--- config.mk ---
export PLATFORM = sky130hd
export DESIGN_NAME = sync_fifo
export DESIGN_NICKNAME = d
export VERILOG_FILES = /design/src/rtl/sync_fifo.sv
export SDC_FILE = /design/constraint.sdc
export NUM_CORES = 1
export LEC_CHECK = 0
export CORE_AREA = 5 5 61 118
export CTS_CLUSTER_SIZE = 8
export DETAILED_ROUTE_END_ITERATION = 8
export DIE_AREA = 0 0 66 123
export MAX_ROUTING_LAYER = met4
export PLACE_DENSITY = 0.76
export SLEW_MARGIN = 10
export SYNTH_ARGS = -nofsm -noshare
export SYNTH_HDL_FRONTEND = slang
export SYNTH_SLANG_ARGS = --single-unit
--- constraint.sdc ---
create_clock -name clk -period 6.85 [get_ports clk]
set_clock_uncertainty 0.15 [all_clocks]
set_input_delay 1.37 -clock clk [delete_from_list [all_inputs] [get_ports clk]]
set_output_delay 1.37 -clock clk [all_outputs]
set_load 0.02 [all_outputs]
--- src/rtl/sync_fifo.sv ---
// sync_fifo -- single-clock synchronous FIFO used as the elastic buffer in the
// dot-product datapath. Registered read port (1-clk latency), simultaneous
// read/write supported, registered full/empty flags for backpressure.
//
// Ports:
//   clk        single clock, all logic on posedge
//   rst        synchronous, active-high reset
//   wr_en      write request; data_in sampled on posedge
//   rd_en      read request
//   data_in    write data [DATA_WIDTH-1:0]
//   data_out   registered read data [DATA_WIDTH-1:0]
//   full       occupancy == DEPTH
//   empty      occupancy == 0
//   overflow   sticky write-while-full flag   (SYNC_FIFO_ERR_FLAGS_EN only)
//   underflow  sticky read-while-empty flag   (SYNC_FIFO_ERR_FLAGS_EN only)
//
// Build option: define SYNC_FIFO_ERR_FLAGS_EN to add the overflow/underflow
// ports. Without it, dropped accesses are silent.
module sync_fifo #(
  parameter int DATA_WIDTH = 8,
  parameter int DEPTH      = 8,
  parameter int ADDR_WIDTH = 3
) (
  input  logic                  clk,
  input  logic                  rst,
  input  logic                  wr_en,
  input  logic                  rd_en,
  input  logic [DATA_WIDTH-1:0] data_in,
  output logic [DATA_WIDTH-1:0] data_out,
  output logic                  full,
  output logic                  empty
`ifdef SYNC_FIFO_ERR_FLAGS_EN
  ,
  output logic                  overflow,
  output logic                  underflow
`endif
);

  localparam logic [ADDR_WIDTH:0]   CNT_FULL = (ADDR_WIDTH+1)'(DEPTH);
  localparam logic [ADDR_WIDTH:0]   CNT_ONE  = (ADDR_WIDTH+1)'(1);
  localparam logic [ADDR_WIDTH-1:0] PTR_ONE  = ADDR_WIDTH'(1);

  logic [DATA_WIDTH-1:0] mem [DEPTH];
  logic [ADDR_WIDTH-1:0] wr_ptr, rd_ptr;
  logic [ADDR_WIDTH:0]   count, count_nxt;
  logic                  wr_ok, rd_ok;

  // A read frees a slot in the same edge, so a full FIFO still accepts a
  // write when a read accompanies it. An empty FIFO never reads (no
  // fall-through), even if a write lands in the same cycle.
  always_comb begin
    wr_ok     = wr_en && (!full || rd_en);
    rd_ok     = rd_en && !empty;
    count_nxt = count;
    case ({wr_ok, rd_ok})
      2'b10:   count_nxt = count + CNT_ONE;
      2'b01:   count_nxt = count - CNT_ONE;
      default: count_nxt = count;
    endcase
  end

  // Storage is not reset; stale contents are unreachable once pointers clear.
  always_ff @(posedge clk) begin
    if (!rst && wr_ok) mem[wr_ptr] <= data_in;
  end

  always_ff @(posedge clk) begin
    if (rst) begin
      wr_ptr   <= '0;
      rd_ptr   <= '0;
      count    <= '0;
      data_out <= '0;
      empty    <= 1'b1;
      full     <= 1'b0;
    end else begin
      if (wr_ok) wr_ptr <= wr_ptr + PTR_ONE;  // natural rollover at DEPTH
      if (rd_ok) begin
        data_out <= mem[rd_ptr];
        rd_ptr   <= rd_ptr + PTR_ONE;
      end
      count <= count_nxt;
      // Flags come from the next count so they change on the same edge.
      empty <= (count_nxt == '0);
      full  <= (count_nxt == CNT_FULL);
    end
  end

`ifdef SYNC_FIFO_ERR_FLAGS_EN
  always_ff @(posedge clk) begin
    if (rst) begin
      overflow  <= 1'b0;
      underflow <= 1'b0;
    end else begin
      if (wr_en && full && !rd_en) overflow  <= 1'b1;
      if (rd_en && empty)          underflow <= 1'b1;
    end
  end
`endif

endmodule

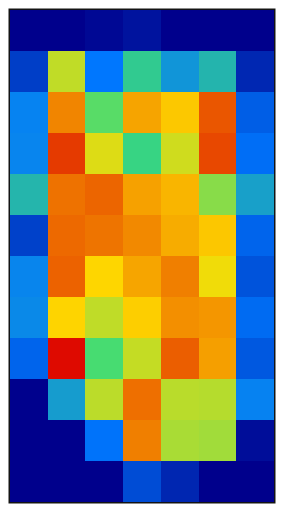
**Above:** run 1 (cell area per tile).
(4 px per um) The die is cut into 7 by 12 equal tiles; dark blue is low, red is high, 0 to 100% covered.
The fullest tile reaches 99%. The emptiest ninth of the die: bottom left. The densest ninth of the die: middle. 17% of the tiles are nearly empty.
fp util: 0.538
Core Area: 0.00621 mm2
final cell utilization of the core: 0.631

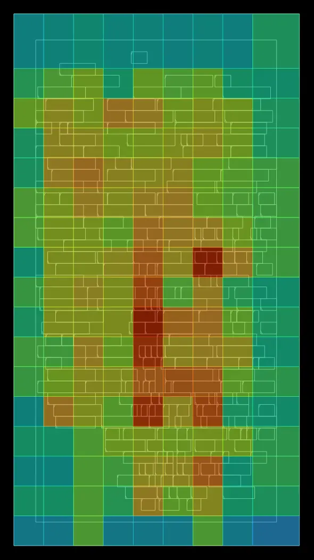
**Above:** run 1 (congestion heat map).
global routing usage on met3: 0.0473
met2 usage in global routing: 0.274
met1 global-route usage: 0.197
Total GRT Usage: 0.168
Wirelength per Cell: 18.4 um

==> run notes, run 1 <==
Purpose: to document the outcome of synthesis and place and route.

Pwr
The leakage component of the power is 1.25 nW. The total clock network power is 0.000464 W. The combinational-cell power consumption is 0.000172 W.

Summed over all nets, the switching power comes to 0.000289 W. The report lists the power per cell area as 314 mW/mm2. The power in sequential cells is 0.000595 W. The cell-internal power is 0.000941 W.

The share of total power dissipated in sequential elements is 0.483.

Placed design
In the placement report, post-DP HPWL is listed as 3850 um. Per the placement report, the placed cell count is 299. Per the placement log, port buffering inserted 21 buffers.

The final weighted congestion recorded by global placement is 0.757.

Job
The logs give a warning total of 26. Across the run, the number of max-cap violations was 0.

Hold path
The worst hold path was traced through 2 stages. The most critical min-delay path falls under flop to flop. In the hold report, the worst path ends at data_out[3].

Clock network
Clock-pin slew was measured on the worst setup and hold paths at 0.06 ns. The clock tree from TritonCTS is done. The clock passes through at most 2 buffers. The number of H-tree levels is 3. The number of hold buffers added after cts is 0.

The number of clock buffers added by TritonCTS is 9. The cell at the root of the clock tree is sky130_fd_sc_hd__clkbuf_16.

Critical path
The worst register-to-register path has a setup slack of 4.45 ns. The capture point of the worst reg-to-reg path is full. Looking at the critical path, the single cell with the biggest stage delay is sky130_fd_sc_hd__nor3_1.

The delay of the slowest cell on the worst path is 0.88 ns. The startpoint of the most critical setup path is rst. The worst setup path is captured at a flop. The startpoint-to-endpoint class of the critical path is input port to flop. The buffer and inverter count on the worst path is 1. The signal arrival time at the worst endpoint is 3.55 ns.

Finish
The number of antenna repair diodes is 0. Among all cell classes, the greatest summed area belongs to registers. The final report lists a non-filler cell total of 315.

The number of non-clock buffers is 25. Leaving out fill and tap cells, the most frequent cell in the layout is sky130_fd_sc_hd__edfxtp_1. The register share of the cell area is 0.593.

Ranking logic cells in the layout by count gives the top entries sky130_fd_sc_hd__edfxtp_1, sky130_fd_sc_hd__nor2_1, sky130_fd_sc_hd__clkdlybuf4s50_1. Measured on the final layout, the clock distribution area share stands at 0.0747. The final design was reported to hold multi-input combinational gates totalling 101. The multi-input combinational cells in the finished layout cover a total of 945 um2.

Synthesis
The number of enable flip-flop cells is 64. The most frequently used library cell after synthesis is sky130_fd_sc_hd__edfxtp_1. For this run, the register share of the synthesized area comes to 0.696.

The net count after synthesis is 214. The synthesized netlist occupies a cell area of 0.00334 mm2. The portion of synthesized area spent on multiplexers is 0.144.

For this run, the number of Yosys warnings is 0. The synthesized chip area reported by yosys is 0.00334 mm2. The cell-mix breakdown from Yosys lists the adder-cell area share as 0.0150. By area the synthesized netlist is led by sky130_fd_sc_hd__edfxtp_1, sky130_fd_sc_hd__dfxtp_1, sky130_fd_sc_hd__mux4_2, sky130_fd_sc_hd__mux2i_1, sky130_fd_sc_hd__nor2_1. The post-synthesis share of cell area spent on and, or, nand and nor gates is 0.0667.

The cell count after synthesis came out at 198. Of the total synthesized cell area, the portion taken by AND-OR and OR-AND cells is 0.0345. After synthesis, the design contains 198 cells according to Yosys. The prevailing logic family in the synthesized netlist is multiplexers. The post-synth register bit count is 84. Per the synthesis report, the XOR/XNOR share of the synthesized area is 0.0210.

Floorplan
The height of the chip is 123 um. The chip area is 0.00812 mm2. The design received a total of 86 well taps at floorplan. For reference, the placement row count at floorplan is 41.

The top-level port count is 22.

STA
The minimum period implied by the final worst setup slack is 3.75 ns. For this run, the top clock speed supported by timing is 267 MHz. The setup TNS after final layout is 0 ns.

Counting endpoints that fail hold in the final report gives 0. Dividing the final minimum period by the clock period gives 0.547. The relative slew slack is 0.237.

Drt
In this run, the number of DRC markers left after iteration 0 of detailed routing was 103. Dividing the detail-routed via count by the number of cells gives 5.49. Summed over all nets, wire length on met2 after detailed routing comes to 3030 um. The detailed-routed wire length on met3 is 258 um.

The routed metal-1 wire length is 2380 um. The post-detailed-routing wire length is 5790 um.

Outcome
The run finished with clean final reports.

GRT
Entering global routing, the biggest net connects 25 pins. The global route total overflow is 0. The number of global-route vias before repair was 1861. The first-pass GRT wire length is 9560 um.

The number of antenna violations at the first check in global routing came to 0.
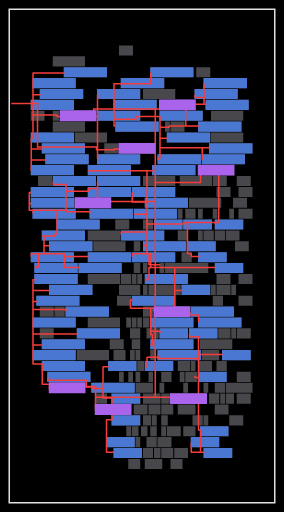
**Above:** run 1 (clock network drawn from the DEF).
(4 px per um)
Red marks clock wires, length 820 um. Blue marks flip-flops, count 84. Purple marks clock drivers, count 9.
There are 10 routed clock nets.

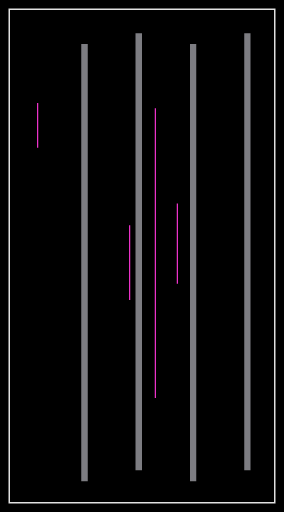
**Above:** run 1 (metal 4).
(4 px per um) Supply wires on this layer in gray.
The layer carries 121 um of wire. The longest straight run is 72.1 um. The layer holds 2.1% of the routed length. The wires run mostly vertical. 4 nets have wire on it.

-- run 1: worst max-delay path by stage --
stage                     cells after the start  slack, ns   endpoint
after CTS                                     4       3.09  mem[2][2]
final                                         4       3.10  mem[2][2]
after global routing                          4       2.99  mem[2][3]
after detailed placement                      4       2.75  mem[2][1]
after global placement                        4       2.88  mem[2][6]
after floorplan                               8       3.55      empty
-- run 1: per-stage QoR --
stage	cell area [um2]	worst slack, ns	hold WS, ns
floorplan	3340	3.55	0.351
global placement	3630	2.88	0.338
detailed placement	3630	2.75	0.359
CTS	3920	3.09	0.368
global route	3920	2.99	0.398
finish	3920	3.10	0.356
-- run 1: routing by layer --
layer / global-route usage / vias up
met4: 0.0636 / 0
met3: 0.0473 / 12
met5: - / -
met2: 0.274 / 44
met1: 0.197 / 853
li1: - / 820
**Run 1: I/O nets highlighted**

(3 px per um)
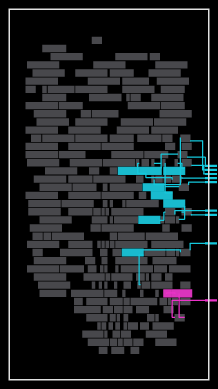

==> run 2, diff against run 1 <==
==> constraint.sdc (replaced) <==
create_clock -name clk -period 3.76 [get_ports clk]
set_clock_uncertainty 0.15 [all_clocks]
set_input_delay 0.752 -clock clk [delete_from_list [all_inputs] [get_ports clk]]
set_output_delay 0.752 -clock clk [all_outputs]
set_load 0.02 [all_outputs]
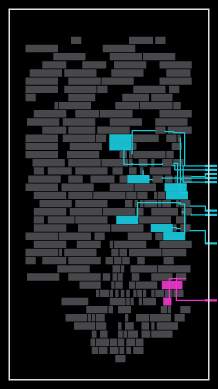
**Above:** run 2 (I/O nets highlighted).
(3 px per um)
Magenta marks `wr_en`, bits 1, direction input, edge right, end cells 2, buffers 1, wire 31.9 um. Cyan marks `data_out`, bits 8, direction output, edge right, end cells 8, buffers 8, wire 208 um.

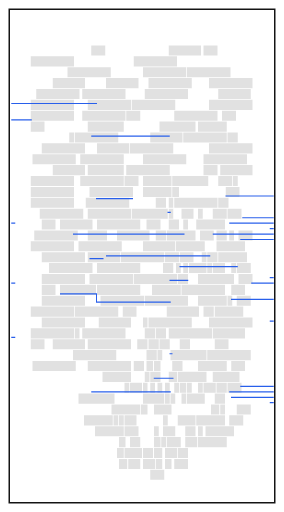
**Above:** run 2 (met3 routing).
(4 px per um)
The layer carries 286 um of wire. The longest straight run is 27.6 um. The layer holds 5.0% of the routed length. 25 nets have wire on it.
wire length after detailed routing: 5760 um
total via count in the routed design: 1767
global routing usage on met3: 0.0445

==> run notes, run 2 <==
Purpose: to document the outcome of synthesis and place and route.

Finish
The number of antenna repair diodes is 0 (unchanged). The final design instance area without fill is 0.00398 mm2 (+1.4%). The core occupancy in the finished layout came to 0.640 (+0.00907).

The total area of multi-input combinational cells is 945 um2 (unchanged). Leaving out fill and tap cells, the most frequent cell in the layout is sky130_fd_sc_hd__edfxtp_1. The library cells used most frequently in the layout, excluding fill and tap cells, are sky130_fd_sc_hd__edfxtp_1, sky130_fd_sc_hd__nor2_1, sky130_fd_sc_hd__clkdlybuf4s50_1.

Drt
The average wire per standard cell is 17.9 um (-2.7%). The number of nets with antenna violations after routing is 0. The detailed-routed wire length on met3 is 286 um (+11%). The number of violations reported at the end of detailed-routing iteration 0 is 124 (+20%). The total length of routed met2 wires is 3180 um (+4.7%).

Pwr
Summing internal, switching and leakage power gives 0.00225 W. The switching power total is 0.000512 W (+77%). The power in sequential cells came to 0.00109 W (+83%). The combinational-cell power consumption is 0.000311 W (+81%). The leakage component of the power was 1.29 nW (+2.8%). The total clock network power is 0.000849 W (+83%). The areal power density over the cells is 565 mW/mm2 (+80%). The cell-internal power is 0.00173 W (+84%).

Hold path
The worst hold-check path type is flop to flop.

Critical path
The buffer and inverter count on the worst path was 2 (+1). The delay of the slowest cell on the worst path came to 0.53 ns (-0.35 ns). The logic depth of the worst path, buffers included is 8 (+4). The slowest cell on the critical path is sky130_fd_sc_hd__clkdlybuf4s50_1.

GRT
The global route total overflow was 0 (unchanged). The first-pass GRT wire length was 9140 um (-4.5%). The met1 layer usage reported by global route is 0.192 (-0.00519).

The met2 demand-to-capacity share in global routing is 0.274 (unchanged). The maximum number of pins on one net before global-route repair is 20 (-20%). The number of antenna violations at the first check in global routing is 0 (unchanged).

Per the GRT log, the top usage layer is met2. The number of global-route vias before repair is 1772 (-4.8%).

STA
Of the available clock period, the critical path in the final layout requires 0.777. The hold violation total from the final report was 0 (unchanged). The post-route worst setup slack is 0.840 ns (-2.26 ns). The timing-limited maximum frequency is 342 MHz. The worst path needs 2.92 ns of the cycle, external delays included. The hold slack was 0.350 ns (-0.00668 ns).

The setup TNS after final layout is 0 ns (unchanged). Setup repair after global routing left no endpoint under its margin. The relative slew slack is 0.390 (+0.153).

Job
The tally of OpenROAD warnings was 26 (unchanged). The number of violations of the max-capacitance limit was 0 (unchanged).

Floorplan
The number of rows created at floorplan was 41 (unchanged). The height of the chip is 123 um (unchanged). The top-level port count came to 22 (unchanged). The chip area is 0.00812 mm2 (unchanged).

The core outline area is 0.00621 mm2 (unchanged). The initial core utilization came to 0.538 (unchanged).

Placed design
The number of placed cells counting well taps is 306 (+2.3%). The post-DP HPWL is 3690 um (-4.0%). The weighted congestion reported at the end of routability-driven placement is 0.745 (-1.5%). The worst-case setup slack after placement is 0.515 ns (-2.23 ns).

The number of buffers inserted by port buffering is 21 (unchanged). The post-detailed-placement cell area came to 0.00368 mm2 (+1.4%).

Clock network
The CTS clock-pin slew for the worst setup and hold paths is 0.06 ns (about the same). The maximum count of clock buffers along a single path is 2 (unchanged). The number of hold buffers added after cts is 0 (unchanged). The cell at the root of the clock tree is sky130_fd_sc_hd__clkbuf_16. The clock tree from TritonCTS is done. The clock buffer count from CTS is 9 (unchanged). The number of H-tree levels is 3 (unchanged).

Synthesis
The synthesized chip area reported by yosys is 0.00334 mm2 (unchanged). The number of enable flip-flop cells came to 64 (unchanged). After synthesis, the cell types taking the most area are sky130_fd_sc_hd__edfxtp_1, sky130_fd_sc_hd__dfxtp_1, sky130_fd_sc_hd__mux4_2, sky130_fd_sc_hd__mux2i_1, sky130_fd_sc_hd__nor2_1. The post-synthesis instance area is 0.00334 mm2 (unchanged). The net count after synthesis was 214 (unchanged). The post-synthesis cell count from yosys is 198 (unchanged). The tally of yosys warning messages was 0 (unchanged).

Outcome
The flow ran to the end, and the final reports show no timing, DRC or antenna violations.
## run 2: final cells by class
type / instances / share of cell area
clock inverter: 4 / 0.0126
tap: 86 / 0.0271
multi-input combinational: 101 / 0.238
sequential: 84 / 0.584
inverter: 3 / 0.00283
timing repair buffer: 32 / 0.0737
clock buffer: 12 / 0.0620
## run 2: final timing paths
kind                                   from     endpoint  slack, ns
worst max-delay path                  wr_en        empty       0.84
worst min-delay path            data_out[6]  data_out[6]       0.35
worst max register to register         full        empty       1.49
worst min register to register  data_out[6]  data_out[6]       0.35
## run 2: logic make-up after synthesis
family | synth area share
flops | 0.696
simple gates | 0.0667
mux | 0.144
xor+xnor | 0.0210
buf+inv | 0.0229
compound gates | 0.0345
fa+ha+maj | 0.0150
**Run 2: clock network drawn from the DEF**

(4 px per um)
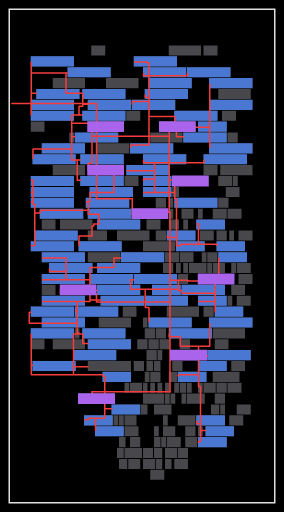

==> run 3, diff against run 2 <==
==> constraint.sdc (replaced) <==
create_clock -name clk -period 3.05 [get_ports clk]
set_clock_uncertainty 0.15 [all_clocks]
set_input_delay 0.61 -clock clk [delete_from_list [all_inputs] [get_ports clk]]
set_output_delay 0.61 -clock clk [all_outputs]
set_load 0.02 [all_outputs]
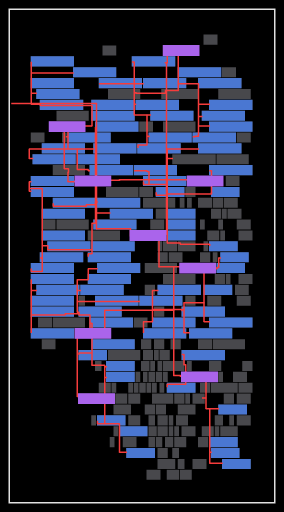
**Above:** run 3 (clock network drawn from the DEF).
(4 px per um)
clock insertion delay at the later pin of the skew report: 0.33 ns
fraction of power consumed by the clock network: 0.376
clock distribution power: 0.00104 W

==> run notes, run 3 <==
Purpose: to document the outcome of synthesis and place and route.

Synthesis
The prevailing logic family in the synthesized netlist is multiplexers. The net count after synthesis is 214 (unchanged). The area fraction in mux cells is 0.144 (unchanged).

The post-synthesis cell count from yosys is 198 (unchanged). The fraction of synthesized cell area in xor and xnor cells came to 0.0210 (unchanged). The post-synthesis instance area came to 0.00334 mm2 (unchanged). The main area contributors are sky130_fd_sc_hd__edfxtp_1, sky130_fd_sc_hd__dfxtp_1, sky130_fd_sc_hd__mux4_2, sky130_fd_sc_hd__mux2i_1, sky130_fd_sc_hd__nor2_1. The number of enable flip-flop cells is 64 (unchanged).

The post-synthesis share of cell area spent on and, or, nand and nor gates is 0.0667 (unchanged). The aoi/oai-family share of the synthesized area came to 0.0345 (unchanged). The post-synthesis adder-cell area fraction is 0.0150 (unchanged).

The tally of yosys warning messages is 0 (unchanged). The synthesized chip area reported by yosys is 0.00334 mm2 (unchanged).

Outcome
The flow ran to the end, and the final reports show no timing, DRC or antenna violations.

Critical path
The capture point of the worst register-to-register path is recorded as empty. The register-to-register path setup slack was 0.93 ns (-0.56 ns). Per STA, the endpoint of the critical path is empty. The startpoint of the worst register-to-register path is full. In this run the worst setup path begins at wr_en. The delay of the slowest cell on the worst path came to 0.53 ns (about the same).

The critical path's slowest stage uses the library cell sky130_fd_sc_hd__clkdlybuf4s50_1.

Placed design
The number of placed cells counting well taps came to 308 (+0.65%). The number of buffers inserted by port buffering was 21 (unchanged). The post-DP HPWL is 3630 um (-1.7%). The weighted congestion reported at the end of routability-driven placement is 0.804 (+7.9%). The post-detailed-placement cell area was 0.00369 mm2 (+0.41%). The worst-case setup slack after placement was 0.186 ns (-0.329 ns).

STA
The hold slack came to 0.344 ns (-0.00552 ns). The relative slew slack is 0.391 (+0.00110). For this run, the top clock speed supported by timing is 393 MHz. The final max-slew violation count is 0. The setup TNS after final layout came to 0 ns (unchanged). The minimum period implied by the final worst setup slack is 2.54 ns. The post-route worst setup slack came to 0.509 ns (-0.332 ns).

The post-layout period usage of the worst path is 0.833. The hold violation total from the final report was 0 (unchanged).

Floorplan
The chip area is 0.00812 mm2 (unchanged). The height of the chip came to 123 um (unchanged). The core outline area is 0.00621 mm2 (unchanged). The initial core utilization was 0.538 (unchanged). The number of rows created at floorplan was 41 (unchanged). The top-level port count was 22 (unchanged). The number of well taps was 86 (unchanged).

Drt
The number of violations reported at the end of detailed-routing iteration 0 came to 148 (+19%). The via density per instance is 5.40. The average wire per standard cell was 17.7 um (-1.1%). The total length of routed met2 wires came to 3010 um (-5.3%). The number of nets with antenna violations after routing came to 0 (unchanged). The post-detailed-routing wire length is 5730 um (-0.50%). The detailed-routed wire length on met3 is 265 um (-7.3%).

GRT
The met2 demand-to-capacity share in global routing is 0.265 (-0.00943). Global route summary, busiest routing layer listed as met2. The first-pass GRT wire length came to 9120 um (-0.15%).

The number of antenna violations at the first check in global routing is 0 (unchanged). The number of global-route vias before repair is 1773 (+0.056%). The met1 layer usage reported by global route is 0.192 (about the same). The maximum number of pins on one net before global-route repair is 21 (+5.0%). The global route total overflow is 0 (unchanged).

Hold path
The worst hold endpoint is data_out[3]. The tightest min-delay check is of the flop to flop type. The startpoint of the worst hold path is data_out[3].

Clock network
The maximum count of clock buffers along a single path is 2 (unchanged). The cell at the root of the clock tree is sky130_fd_sc_hd__clkbuf_16. The number of H-tree levels is 3 (unchanged). The clock tree from TritonCTS is done.

The number of hold buffers added after cts is 0 (unchanged). The clock buffer count from CTS is 9 (unchanged).

Pwr
The overall power is 0.00277 W (+23%). The areal power density over the cells is 695 mW/mm2 (+23%). The leakage component of the power is 1.30 nW (+0.85%).

The cell-internal power is 0.00212 W (+22%). The power in sequential cells is 0.00133 W (+22%). The switching power total is 0.000647 W (+26%). The combinational-cell power consumption was 0.000394 W (+27%).

Finish
The total area of multi-input combinational cells came to 945 um2 (unchanged). The final design instance area without fill is 0.00399 mm2 (+0.28%). The count of sequential standard cells is 84 (unchanged). The portion of the layout cell area used by clock cells came to 0.0734 (-0.00115).

The biggest cell category by area in the final layout is registers. The data-path buffer share of cell area in the final layout is 0.0772 (+0.00356). The register share of the cell area came to 0.583 (-0.00165). The number of antenna repair diodes was 0 (unchanged). The proportion of cell area occupied by multi-input gates is 0.237 (-0.000671). The core occupancy in the finished layout was 0.642 (+0.00181).

The count of multi-input gates is 101 (unchanged). The number of clock-tree buffers in the layout is 11 (-1). The top cell type in the final layout, fill and taps aside, is sky130_fd_sc_hd__edfxtp_1.

The number of non-clock buffers is 34 (+6.3%).

Job
The tally of OpenROAD warnings is 26 (unchanged). The number of violations of the max-capacitance limit is 0 (unchanged).
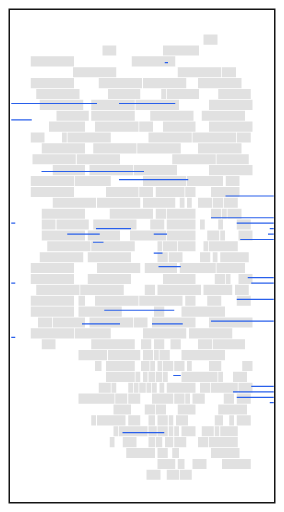
**Above:** run 3 (met3 routing).
(4 px per um)
global routing usage on met3: 0.0491
total via count in the routed design: 1748

run 3: cell types whose count changed in the layout (fill, tap and decap cells not counted):
cell / change
sky130_fd_sc_hd__buf_4: +2
sky130_fd_sc_hd__clkbuf_8: -1
sky130_fd_sc_hd__clkinv_4: +1
sky130_fd_sc_hd__clkinvlp_4: -1
sky130_fd_sc_hd__inv_6: +1
run 3: kinds of logic after synthesis:
group / Yosys count
AND-OR/OR-AND: 17
XOR/XNOR: 8
adder cells (fa/ha/maj): 4
buffers and inverters: 13
flip-flops: 84
multiplexers: 28
AND/OR/NAND/NOR: 44
run 3: critical path, delay by kind of cell:
kind / cells / cell delay (ns)
AOI/OAI and AO/OA: 3 / 0.71
xor gates and xnor gates: 1 / 0.19
buffers and inverters: 2 / 0.64
adders and majority gates: 1 / 0.32
muxes: 1 / 0.14
Power figures rest on the tool's default switching activity, not on a simulated workload.
